Design stack_unit, sky130hd; sources not shown.
Fig. 1: logic cells by family
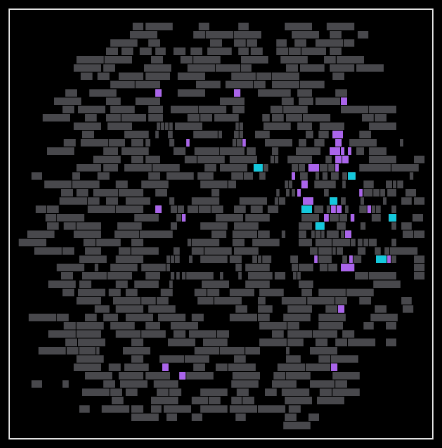
purple -> NOR gates  # cells 35, most used nor2_1
cyan -> AND-OR and OR-AND gates  # cells 7, where east
fraction of area in multi-input gates: 47.1%
top logic cell by instance count in the layout: dfrtp_1
number of standard cells in the final layout excluding fillers: 812

Fig. 2: wire density map
The die is cut into 28 by 28 equal tiles; white is low, dark blue is high, scaled to the fullest tile. Values are wire area over tile area, all layers added.
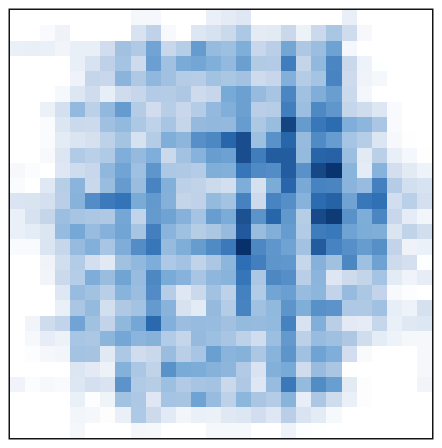
fullest tile = 0.61
densest ninth of the die = centre
nearly empty tiles = 19%
tiles over half the peak = 17%
emptiest ninth of the die = north-west
Routed wire per std cell: 25.6 um
number of vias in the routed layout: 4,967
global-route usage over all layers: 22.9%
routed wire length: 20,800 um

==> results.cfg <==
; synthesis and place-and-route metrics
[synth]
ys.flops = 135
top_cell_area_share_pct = 44.0
synthesis.yosys.warnings = 0
synth.largest_area_cell = dfrtp_1
mean_instance_size_in_the_synthesized_netlist_um2 = 14.2
syn_inst = 541
yosys-top-cells-count = dfrtp_1, mux2_2, mux4_2
post_synth_instance_area_mm2 = 0.00768
post_synthesis_cell_count_from_yosys = 541
synth_dominant_cell_count = dfrtp_1
ys_seq_share_pct = 44.0
postSynth.topFlopCell = dfrtp_1
ys_area_mm2 = 0.00768
synth-edff-count = 0
synth.area.top_cells = dfrtp_1, mux4_2, mux2_2
synthArstFlopShare_pct = 100
synthesized_nets = 560
distinct_cell_type_count_after_synthesis = 51

[setup_path]
required_ns = 9.56
cp_data_arrival_time_ns = 5.51
path_max_fanout = 18
worst_setup_path_start_kind = register
setup.worst_path.end_class = primary output
timing.reg2reg.setup_slack_ns = 6.72
path_class = reg2out
worstRegToRegCells = 8

[grt]
grt_max_degree = 85
number_of_global_route_vias_before_repair = 5254
grt_first_pass_wirelength_um = 32900
globalRoute.totalOverflow = 0
initial_antenna_violation_count = 0

[clocking]
tritoncts_clock_tree = yes
cts_root_buf = clkbuf_8
ctsHoldBuffers = 0
cts_resized = 0
cts_num_sinks = 135
cts_made_buffers = 17
clock_path_buffers = 2
clkLatencyLatePin_ns = 0.44
cts_max_level = 4
post-cts-setup-buffer-count = 0
cts.clk_slew.worst_paths_ns = 0.07

[sta]
final-hold-violation-count = 0
layout_setup_ws_ns = 4.06
final-max-slew-violation-count = 0
worst-slew-pin-transition_ns = 1.23
setup_repair_after_global_routing_missed_its_margin = false
setup_viol = 0
final.min_clock_period_ns = 7.19
post-route-period-util_pct = 63.9
finClkSkew_ns = 0.00956
max_freq_mhz = 139
sum_neg_setup_slack_ns = 0
timing.slew.headroom_pct = 17.7

[cells_and_area]
synthToLayoutAreaGrowth_pct = 13.0
utilization_pct = 48.8
antenna_fix_cells = 0
largest_reg_flops = 128
finalNetCount = 589
post_route_cells_drive_above_1_share_pct = 44.1

[die]
placeableCoreArea_mm2 = 0.0178
ios = 39
rows = 49
chipWidth_um = 138
height_of_the_die_um = 140
design.die.area_mm2 = 0.0193
initCoreUtil_pct = 43.2

[run]
max_cap_violations = 0
openroad.warnings = 30

[detailed_routing]
number_of_remaining_drc_errors = 0
antenna_violating_nets_post_route = 0
drt_pass1_iterations = 4
route.detailed.vias_per_inst = 6.12
detailedRoute.firstIterationViolations = 367

[place]
routability_congestion_estimate = 0.843
placed_cells = 780
hpwlAfterDp_um = 13300
placement.setup.worst_slack_ns = 4.38
placement.io_buffers = 38

[min_path]
min_path_cells = 1
path_category_of_the_worst_min_delay_check = reg2reg

[run_status]
status = completed
per-stage QoR:
step,hold slack (ns),area (um2)
finish,0.530,8680
global route,0.553,8680
CTS,0.533,8680
global placement,0.506,8260
detailed placement,0.517,8260
floorplan,0.491,7680
cell usage in the layout (no fill, tap or decap), drive strengths merged, types with 2 or more instances in the layout:
| cell | count |
|---|---|
| dfrtp | 135 |
| bufinv | 2 |
| nor3 | 7 |
| o22ai | 3 |
| ha | 6 |
| o21ai | 9 |
| a31oi | 5 |
| mux2 | 128 |
| nand2 | 38 |
| clkdlybuf4s50 | 38 |
| xor2 | 3 |
| nand3 | 9 |
| o32a | 2 |
| o21a | 2 |
| mux4 | 72 |
| clkbuf | 23 |
| mux2i | 5 |
| o221ai | 2 |
| nor2b | 9 |
| o31ai | 3 |
| clkinvlp | 3 |
| xnor2 | 4 |
| and3 | 6 |
| or2 | 2 |
| a211oi | 3 |
| inv | 12 |
| a21boi | 2 |
| a21oi | 8 |
| nor2 | 18 |
| clkinv | 3 |
| buf | 9 |
per-layer routing:
metal	wire length, um	track usage (%)	up-vias
met5	0	0	-
li1	-	-	2133
met3	1300	5.37	30
met1	8980	31.6	2653
met2	9850	35.7	151
met4	684	8.32	0
cells by family after synthesis:
kind of cell / share of synthesized area (%)
multiplexers: 40.9
flip-flops: 44.0
AND/OR/NAND/NOR: 6.42
buffers and inverters: 2.95
AND-OR/OR-AND: 3.83
XOR/XNOR: 0.896
adder cells (fa/ha/maj): 0.978
final cells by class:
type	instances	area (um2)
clock buffer	23	317
multi-input combinational	358	4090
tap	229	287
sequential	135	3380
fill	1565	9100
timing repair buffer	47	448
clock inverter	9	98.8
inverter	11	56.3
worst max-delay path: stages (launching register included):
cell	delay [ns]
dfrtp_1	0.84
inv_1	0.28
ha_1	0.39
xor2_2	0.91
mux4_2	0.61
mux2i_1	0.30
a21oi_1	0.11
nand4b_1	0.21
a2111oi_0	0.65
clkdlybuf4s50_1	0.75
